$ cat config.mk
export PLATFORM = sky130hd
export DESIGN_NAME = estagio_id_ex
export DESIGN_NICKNAME = d
export VERILOG_FILES = /design/src/rtl/estagio_id_ex.sv
export SDC_FILE = /design/constraint.sdc
export NUM_CORES = 1
export LEC_CHECK = 0
export ABC_AREA = 1
export CAP_MARGIN = 10
export CORE_MARGIN = 2
export CORE_UTILIZATION = 50
export CTS_CLUSTER_SIZE = 30
export DETAILED_ROUTE_END_ITERATION = 16
export PLACE_DENSITY = 0.95
export SYNTH_ARGS = -nofsm -noshare
export SYNTH_HDL_FRONTEND = slang
export SYNTH_SLANG_ARGS = --single-unit
$ cat constraint.sdc
create_clock -name clk -period 5.4 [get_ports clk]
set_input_delay 1.08 -clock clk [delete_from_list [all_inputs] [get_ports clk]]
set_output_delay 1.08 -clock clk [all_outputs]
set_load 0.01 [all_outputs]
$ cat src/rtl/estagio_id_ex.sv
// ID/EX pipeline register with RAW forwarding and ALU operand selection.
// Latency: one cycle from ID inputs to registered fields; forwarding/selection combinational.
// Backpressure: stall holds the stage, flush loads a bubble (flush wins); never stalls itself.
//
// Ports:
//   clk, rst_n             clock and asynchronous active-low reset
//   stall, flush           hold current contents / load a bubble
//   valid_in ... mem_write_in   decoded fields captured from ID
//   ex_mem_*, mem_wb_*     producer info used for operand forwarding
//   entrada1, entrada2, alu_control   ALU operands and opcode
//   valid_out, reg_write_out, mem_read_out, mem_write_out, rd_out   registered controls
//   dado_store             forwarded rt value (store data)
//   hazard_load            load-use stall request back to ID
module estagio_id_ex #(
    parameter int LARGURA     = 32,
    parameter int LARGURA_REG = 5
) (
    input  logic                   clk,
    input  logic                   rst_n,
    input  logic                   stall,
    input  logic                   flush,
    input  logic                   valid_in,
    input  logic [LARGURA-1:0]     rs_dado,
    input  logic [LARGURA-1:0]     rt_dado,
    input  logic [LARGURA_REG-1:0] rs_end,
    input  logic [LARGURA_REG-1:0] rt_end,
    input  logic [LARGURA_REG-1:0] rd_end,
    input  logic [LARGURA-1:0]     imediato,
    input  logic [4:0]             shamt,
    input  logic                   usa_imediato,
    input  logic                   usa_shamt,
    input  logic [3:0]             alu_control_in,
    input  logic                   reg_write_in,
    input  logic                   mem_read_in,
    input  logic                   mem_write_in,
    input  logic                   ex_mem_reg_write,
    input  logic [LARGURA_REG-1:0] ex_mem_rd,
    input  logic [LARGURA-1:0]     ex_mem_resultado,
    input  logic                   mem_wb_reg_write,
    input  logic [LARGURA_REG-1:0] mem_wb_rd,
    input  logic [LARGURA-1:0]     mem_wb_dado,
    output logic [LARGURA-1:0]     entrada1,
    output logic [LARGURA-1:0]     entrada2,
    output logic [3:0]             alu_control,
    output logic                   valid_out,
    output logic                   reg_write_out,
    output logic                   mem_read_out,
    output logic                   mem_write_out,
    output logic [LARGURA_REG-1:0] rd_out,
    output logic [LARGURA-1:0]     dado_store,
    output logic                   hazard_load
);

    typedef struct packed {
        logic                   valid;
        logic [LARGURA-1:0]     rs_dado;
        logic [LARGURA-1:0]     rt_dado;
        logic [LARGURA_REG-1:0] rs_end;
        logic [LARGURA_REG-1:0] rt_end;
        logic [LARGURA_REG-1:0] rd_end;
        logic [LARGURA-1:0]     imediato;
        logic [4:0]             shamt;
        logic                   usa_imediato;
        logic                   usa_shamt;
        logic [3:0]             alu_control;
        logic                   reg_write;
        logic                   mem_read;
        logic                   mem_write;
    } id_ex_t;

    id_ex_t stage_q;
    id_ex_t stage_d;

    always_comb begin
        stage_d              = '0;
        stage_d.valid        = valid_in;
        stage_d.rs_dado      = rs_dado;
        stage_d.rt_dado      = rt_dado;
        stage_d.rs_end       = rs_end;
        stage_d.rt_end       = rt_end;
        stage_d.rd_end       = rd_end;
        stage_d.imediato     = imediato;
        stage_d.shamt        = shamt;
        stage_d.usa_imediato = usa_imediato;
        stage_d.usa_shamt    = usa_shamt;
        stage_d.alu_control  = alu_control_in;
        stage_d.reg_write    = reg_write_in;
        stage_d.mem_read     = mem_read_in;
        stage_d.mem_write    = mem_write_in;
    end

    always_ff @(posedge clk or negedge rst_n) begin
        if (!rst_n) begin
            stage_q <= '0;
        end else if (flush) begin
            stage_q <= '0;
        end else if (!stall) begin
            stage_q <= stage_d;
        end
    end

    // Youngest producer (EX/MEM) wins; register 0 is hardwired and never forwarded.
    function automatic logic [LARGURA-1:0] encaminha(
        input logic [LARGURA_REG-1:0] end_fonte,
        input logic [LARGURA-1:0]     dado_reg,
        input logic                   exm_wr,
        input logic [LARGURA_REG-1:0] exm_rd,
        input logic [LARGURA-1:0]     exm_res,
        input logic                   mwb_wr,
        input logic [LARGURA_REG-1:0] mwb_rd,
        input logic [LARGURA-1:0]     mwb_dado
    );
        logic [LARGURA-1:0] r;
        r = dado_reg;
        if (end_fonte != '0) begin
            if (exm_wr && (exm_rd == end_fonte)) begin
                r = exm_res;
            end else if (mwb_wr && (mwb_rd == end_fonte)) begin
                r = mwb_dado;
            end
        end
        return r;
    endfunction

    logic [LARGURA-1:0] fwd_rs;
    logic [LARGURA-1:0] fwd_rt;

    always_comb begin
        fwd_rs = encaminha(stage_q.rs_end, stage_q.rs_dado,
                           ex_mem_reg_write, ex_mem_rd, ex_mem_resultado,
                           mem_wb_reg_write, mem_wb_rd, mem_wb_dado);
        fwd_rt = encaminha(stage_q.rt_end, stage_q.rt_dado,
                           ex_mem_reg_write, ex_mem_rd, ex_mem_resultado,
                           mem_wb_reg_write, mem_wb_rd, mem_wb_dado);
    end

    always_comb begin
        entrada1    = '0;
        entrada2    = '0;
        dado_store  = '0;
        alu_control = 4'b0000;
        // A bubble presents all-zero operands so the ALU sees a harmless op.
        if (stage_q.valid) begin
            alu_control = stage_q.alu_control;
            dado_store  = fwd_rt;
            if (stage_q.usa_shamt) begin
                entrada1 = fwd_rt;
                entrada2 = {{(LARGURA-5){1'b0}}, stage_q.shamt};
            end else if (stage_q.usa_imediato) begin
                entrada1 = fwd_rs;
                entrada2 = stage_q.imediato;
            end else begin
                entrada1 = fwd_rs;
                entrada2 = fwd_rt;
            end
        end
    end

    assign valid_out     = stage_q.valid;
    assign reg_write_out = stage_q.reg_write;
    assign mem_read_out  = stage_q.mem_read;
    assign mem_write_out = stage_q.mem_write;
    assign rd_out        = stage_q.rd_end;

    // Load in EX whose destination is a source of the instruction now in ID.
    assign hazard_load = stage_q.valid && stage_q.mem_read && valid_in &&
                         (stage_q.rd_end != '0) &&
                         ((stage_q.rd_end == rs_end) || (stage_q.rd_end == rt_end));

endmodule

Fig. 1: run 1, placed standard cells
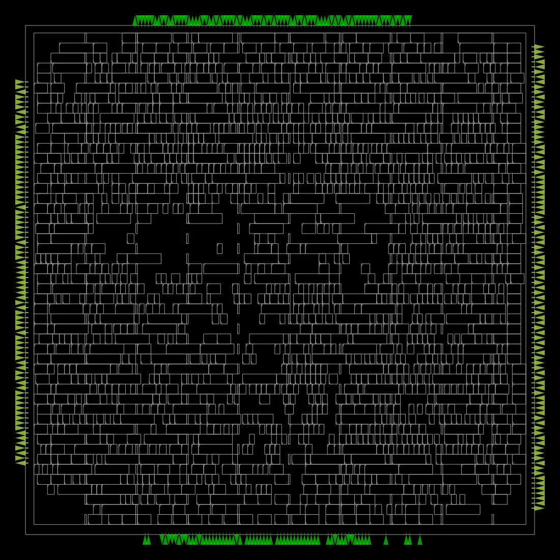
post-route insts no fill: 1947
FILL cells: 1433
# rows: 49
num sequential: 126
post-layout util: 0.714

Fig. 2: run 1, PDN straps and rails
The bar under the picture is 50 µm long. Pins as bars on the die edge. Tap cells in grey.
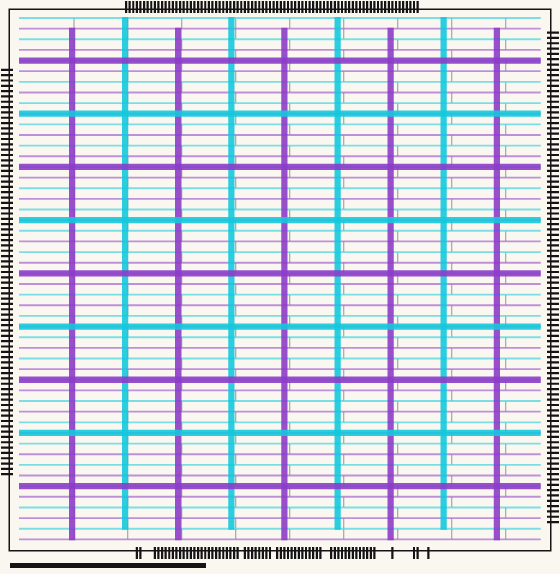
legend:
  cyan:
    net: VDD
  purple:
    net: VSS
rows: 49
tap cells: 229
met1 rails: 50
met4 straps: 9
VDD IR max: 0.220 mV
die span in y: 138 µm
die x size: 138 µm
core footprint: 17800 µm²

Fig. 3: run 1, cell density map
The bar under the picture is 50 µm long. 14 x 14 tiles, from white (low) to dark blue (high), 0 to 100% covered.
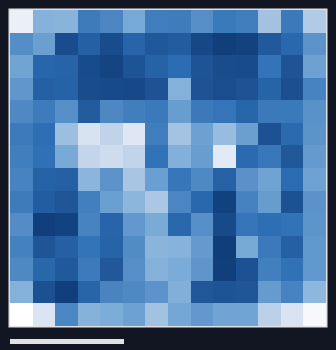
fullest tile: 95%
nearly empty tiles: 0.50%
tiles over 75% full: 36%
mean over tiles: 65%
Initial Utilization: 0.505

Fig. 4: run 1, I/O nets highlighted
The bar under the picture is 50 µm long.
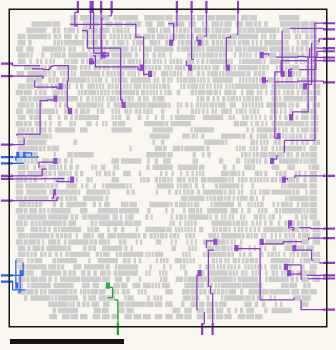
legend:
  green:
    port: `hazard_load`
    bits: 1
    direction: output
    edge: bottom
    end_cells: 1
    buffers: 1
    wire: 21.9 µm
  blue:
    port: `alu_control`
    bits: 4
    direction: output
    edge: left
    end_cells: 4
    buffers: 4
    wire: 65.3 µm
  purple:
    port: `dado_store`
    bits: 32
    direction: output
    edge: 15 right, 9 top, 6 left, 2 bottom
    end_cells: 32
    buffers: 32
    wire: 1070 µm
Top-Level Pins: 316
Port-buffer cells: 315

==> results.sh, run 1 <==
# source this file to load flow results
export IMPL_status="complete, no violations"
export IMPL_internal_power_uw=2000
export IMPL_yosys_area_um2=8980
export IMPL_worstHoldPathType="reg -> reg"
export IMPL_sh_comb_area=0.365
export IMPL_htreeDepth=4
export IMPL_layout_top_cells="nand2_1, clkdlybuf4s50_1, nand3_1, inv_1, nor2_1"
export IMPL_synthAoiAreaFrac=0.0990
export IMPL_comb_multi_input_count=1037
export IMPL_p_sw_uw=911
export IMPL_fp_nets=1660
export IMPL_r2r_start="stage_q[7]$_DFFE_PN0P_"
export IMPL_min_period_ns=4.96
export IMPL_met2_usage=0.582
export IMPL_seq_cell_share=0.248
export IMPL_largest_register="stage_q"
export IMPL_path_class="in -> out"
export IMPL_ys_ff=126
export IMPL_largest_register_ffs=117
export IMPL_rsz0062_at_grt="false"
export IMPL_grt_max_degree=100
export IMPL_slowest_stage="clkdlybuf4s50_1"
export IMPL_pg_comb_uw=695
export IMPL_diodes=3
export IMPL_buffers=335
export IMPL_slew_viol_final=0
export IMPL_powerSeq_uw=1040
export IMPL_taps=229
export IMPL_layout_top_cell="nand2_1"
export IMPL_use_met3=0.0980
export IMPL_p_seq_frac=0.358
export IMPL_area_sequential_um2=3150
export IMPL_clkbuf_count=18
export IMPL_post_drt_wl_per_cell_um=18.7
export IMPL_clock_sinks=126
export IMPL_drt_iter0_drc=1375
export IMPL_final_nets=1908
export IMPL_r2r_cells=2
export IMPL_place_congestion=0.958
export IMPL_startpoint_type="input port"
export IMPL_power_frac_comb=0.239
export IMPL_cp_end_kind="primary output"
export IMPL_worstPathMaxFanout=31
export IMPL_pwr_share_clk=0.403
export IMPL_synthCells=1454
export IMPL_ys_seq_share=0.351
export IMPL_grt_pass1_vias=10623
export IMPL_grtUsageTotal=0.372
export IMPL_worst_pin_slew_ns=1.06
export IMPL_fin_crit_sh=0.919
export IMPL_drc=0
export IMPL_largestClassByArea="combinational gates"
export IMPL_ys_types=27
export IMPL_routed_wl_mm=36.4
export IMPL_ys_cells=1454
export IMPL_avgSynthCellArea_um2=6.18
export IMPL_reg2reg_to="stage_q[7]$_DFFE_PN0P_"
export IMPL_grt_overflow=0
export IMPL_crit_path_start="ex_mem_rd[4]"
export IMPL_p_leak_uw=0.00642
export IMPL_numCtsBuffers=17
export IMPL_clk_share=0.0470
export IMPL_finClkSkew_ns=0
export IMPL_drive_gt1_frac=0.0461
export IMPL_worst_r2r_setup_slack_ns=3.40
export IMPL_cp_endpoint="entrada1[3]"
export IMPL_path_clk_slew_ns=0.05
export IMPL_cp_cell_sequence="clkdlybuf4s50_1, nand2_1, o21ai_1, nor2_4, nand3_2, nand2_1, nand2_2, clkinv_2, nand2_1, nand3_1, nand2_1, nor2_1, clkdlybuf4s50_1"
export IMPL_use_met1=0.480
export IMPL_inverters=185
export IMPL_cts_max_path_buffers=2
export IMPL_tns_ns=0
export IMPL_cp_common_cell="nand2_1"
export IMPL_first_pass_iters=7
export IMPL_hold_buffers=0
export IMPL_cts_root_buffer="clkbuf_16"
[run 1: metrics by stage]
step	setup WS [ns]	power [µW]	instances	instance area, µm²	hold WS, ns
after floorplan	2.14	1390	1454	8980	0.471
after global placement	0.598	1720	1912	12100	0.486
after detailed placement	0.560	1730	1912	12100	0.496
after CTS	0.508	2910	1944	12700	0.511
after global routing	0.285	3020	1944	12700	0.524
final	0.436	2910	1947	12700	0.509
[run 1: how the worst min path moves through the flow]
stage                             start                        to  slack (ns)  depth (start not counted)
2_1_floorplan   stage_q[10]$_DFFE_PN0P_   stage_q[10]$_DFFE_PN0P_        0.47                          2
3_3_place_gp    stage_q[11]$_DFFE_PN0P_   stage_q[11]$_DFFE_PN0P_        0.49                          2
3_5_place_dp     stage_q[9]$_DFFE_PN0P_    stage_q[9]$_DFFE_PN0P_        0.50                          2
4_1_cts        stage_q[116]$_DFFE_PN0P_  stage_q[116]$_DFFE_PN0P_        0.51                          2
5_1_grt        stage_q[111]$_DFFE_PN0P_  stage_q[111]$_DFFE_PN0P_        0.52                          2
6_report       stage_q[114]$_DFFE_PN0P_  stage_q[114]$_DFFE_PN0P_        0.51                          2
[run 1: synth_stat cells (all sizes together)]
cell type  instances  area [µm²]
nor4               2        27.5
nand3            254        1290
nor3               2        10.0
a21oi             70         354
xor2               4        35.0
inv              182         683
dfrtp            126        3150
buf               50         298
nor2             174         666
clkinv             3        12.5
xnor2              6        52.6
nand2            384        1450
nand4             34         213
clkbuf            56         211
o21ai            107         536
[run 1: layer usage]
metal | part of all wire | vias to the layer above
li1 | - | 5118
met1 | 0.39 | 5131
met2 | 0.45 | 796
met3 | 0.11 | 150
met4 | 0.051 | 2
met5 | 0.00047 | -
## Run 2: what changed since run 1
--- a/config.mk
+++ b/config.mk
@@ -12,6 +12,7 @@
 export CTS_CLUSTER_SIZE = 30
 export DETAILED_ROUTE_END_ITERATION = 16
 export PLACE_DENSITY = 0.95
+export SKIP_LAST_GASP = 1
 export SYNTH_ARGS = -nofsm -noshare
 export SYNTH_HDL_FRONTEND = slang
 export SYNTH_SLANG_ARGS = --single-unit
Fig. 5: run 2, PDN straps and rails
The bar under the picture is 50 µm long. Pins as bars on the die edge. Tap cells in grey.
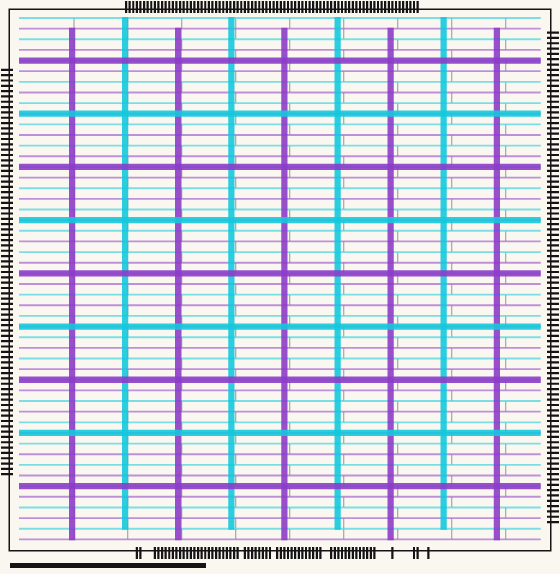
legend:
  purple:
    net: VSS
  cyan:
    net: VDD
met1 rails: 50
signal pins: 316
met5 straps: 9

==> run 2 against run 1 <==
Non-clock buffer count is the same; count of clock-buffer cells in the layout is the same; sequential share of layout area is the same; wire length is the same; largest cell class unchanged; critical path type unchanged; synthesized area is the same; worst hold slack is the same; sequential cell count is the same; sequential power is essentially flat; register-to-register slack is essentially flat; die area is the same.
==> results.sh, run 2 <==
# source this file to load flow results
export IMPL_yosysMostFrequentCell="nand2_1"
export IMPL_highest_layer="met5"
export IMPL_cts_root_buffer="clkbuf_16"
export IMPL_power_uw=2910
export IMPL_core_um2=17800
export IMPL_ys_async_sr_fraction=1.00
export IMPL_drt_iter0_drc=1375
export IMPL_numCtsBuffers=17
export IMPL_die_x_um=138
export IMPL_status="complete, no violations"
export IMPL_m1WireLength_mm=14.1
export IMPL_cp_end_kind="primary output"
export IMPL_use_met1=0.480
export IMPL_yosys_area_um2=8980
export IMPL_fp_nets=1660
export IMPL_avgSynthCellArea_um2=6.18
export IMPL_startpoint_type="input port"
export IMPL_r2r_start="stage_q[7]$_DFFE_PN0P_"
export IMPL_post_drt_wl_per_cell_um=18.7
export IMPL_final_nets=1908
export IMPL_min_period_ns=4.96
export IMPL_min_delay_start="stage_q[114]$_DFFE_PN0P_"
export IMPL_wl_met2_mm=16.3
export IMPL_synthCells=1454
export IMPL_p_leak_uw=0.00642
export IMPL_hold_buffers=0
export IMPL_slowest_stage="clkdlybuf4s50_1"
export IMPL_worstHoldPathType="reg -> reg"
export IMPL_worst_r2r_setup_slack_ns=3.40
export IMPL_ir_drop_mv=0.220
export IMPL_finClkSkew_ns=0
export IMPL_clock_sinks=126
export IMPL_layout_top_cell="nand2_1"
export IMPL_place_congestion=0.958
export IMPL_met2_usage=0.582
export IMPL_htreeDepth=4
export IMPL_num_rows=49
export IMPL_cp_cell_sequence="clkdlybuf4s50_1, nand2_1, o21ai_1, nor2_4, nand3_2, nand2_1, nand2_2, clkinv_2, nand2_1, nand3_1, nand2_1, nor2_1, clkdlybuf4s50_1"
export IMPL_hold_ws_ns=0.509
export IMPL_tns_ns=0
export IMPL_grt_pass1_vias=10623
export IMPL_setup_ws_ns=0.436
export IMPL_ys_ff=126
export IMPL_worstPathMaxFanout=31
export IMPL_path_clk_slew_ns=0.05
export IMPL_ys_top_cells_by_area="dfrtp_1, nand2_1, nand3_1"
export IMPL_flop_cell="dfrtp_1"
export IMPL_fin_crit_sh=0.919
export IMPL_grt_overflow=0
export IMPL_largest_register_ffs=117
export IMPL_layout_top_cells="nand2_1, clkdlybuf4s50_1, nand3_1, inv_1, nor2_1"
export IMPL_crit_path_start="ex_mem_rd[4]"
export IMPL_fillCellCount=1433
export IMPL_fin_util=0.714
export IMPL_ys_cells=1454
export IMPL_cp_common_cell="nand2_1"
export IMPL_worst_pin_slew_ns=1.06
export IMPL_largest_register="stage_q"
export IMPL_top_cells_by_count="nand2_1, nand3_1, inv_1"
export IMPL_slew_viol_final=0
export IMPL_die_h_um=138
export IMPL_ys_seq_share=0.351
export IMPL_largest_area_cell="dfrtp_1"
export IMPL_rsz0062_at_grt="false"
Fig. 6: run 2, cell density map
The bar under the picture is 50 µm long. 14 x 14 tiles, from white (low) to dark blue (high), 0 to 100% covered.
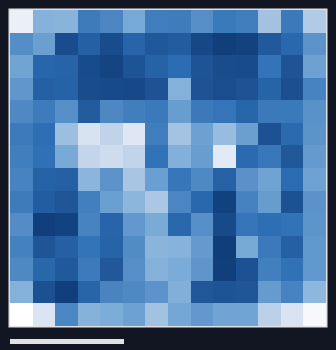
tiles over 75% full: 36%
mean over tiles: 65%
nearly empty tiles: 0.50%
fullest tile: 95%

run 2: cell counts after synthesis:
No cell type changed its count.
run 2: cell families (layout without fill, tap and decap cells):
group                     after synthesis  count (layout)  share of synthesized area
and+or+nand+nor                       850             850                      0.406
buffers and inverters                 291             552                      0.134
AOI/OAI and AO/OA                     177             177                     0.0990
DFF                                   126             126                      0.351
xor gates and xnor gates               10              10                    0.00975
other                                   0               3                          0
run 2: final timing paths:
check	end	depth (start not counted)
min in group asynchronous	stage_q[65]$_DFFE_PN0P_	1
worst max register to register	stage_q[7]$_DFFE_PN0P_	2
worst min-delay path	stage_q[114]$_DFFE_PN0P_	2
worst min register to register	stage_q[114]$_DFFE_PN0P_	2
max in group asynchronous	stage_q[84]$_DFFE_PN0P_	2
worst max-delay path	entrada1[3]	13
run 2: through the flow:
step	area, µm²	cells
after detailed placement	12100	1912
final	12700	1947
after CTS	12700	1944
after floorplan	8980	1454
after global placement	12100	1912
after global routing	12700	1944
run 2: final cells by class:
cell class | instances | area, µm² | area share
antenna | 3 | 7.51 | 0.000591
timing repair buffer | 335 | 3310 | 0.261
tap | 229 | 287 | 0.0226
sequential | 126 | 3150 | 0.248
clock buffer | 18 | 439 | 0.0346
clock inverter | 14 | 158 | 0.0124
multi-input combinational | 1037 | 4640 | 0.365
inverter | 185 | 703 | 0.0554
run 2: tightest hold or removal path, cell delays in order, from the launching register on:
cell	delay, ns
dfrtp_1	0.34
nand3_1	0.08
nand2_1	0.06
run 2: power by group:
| part | leakage (µW) | internal, µW | switching, µW |
|---|---|---|---|
| clock network | 0.000284 | 699 | 475 |
| registers | 0.00166 | 999 | 43.8 |
| logic | 0.00447 | 304 | 392 |
| total | 0.00642 | 2000 | 911 |
Power is estimated from default activity; no workload was simulated.
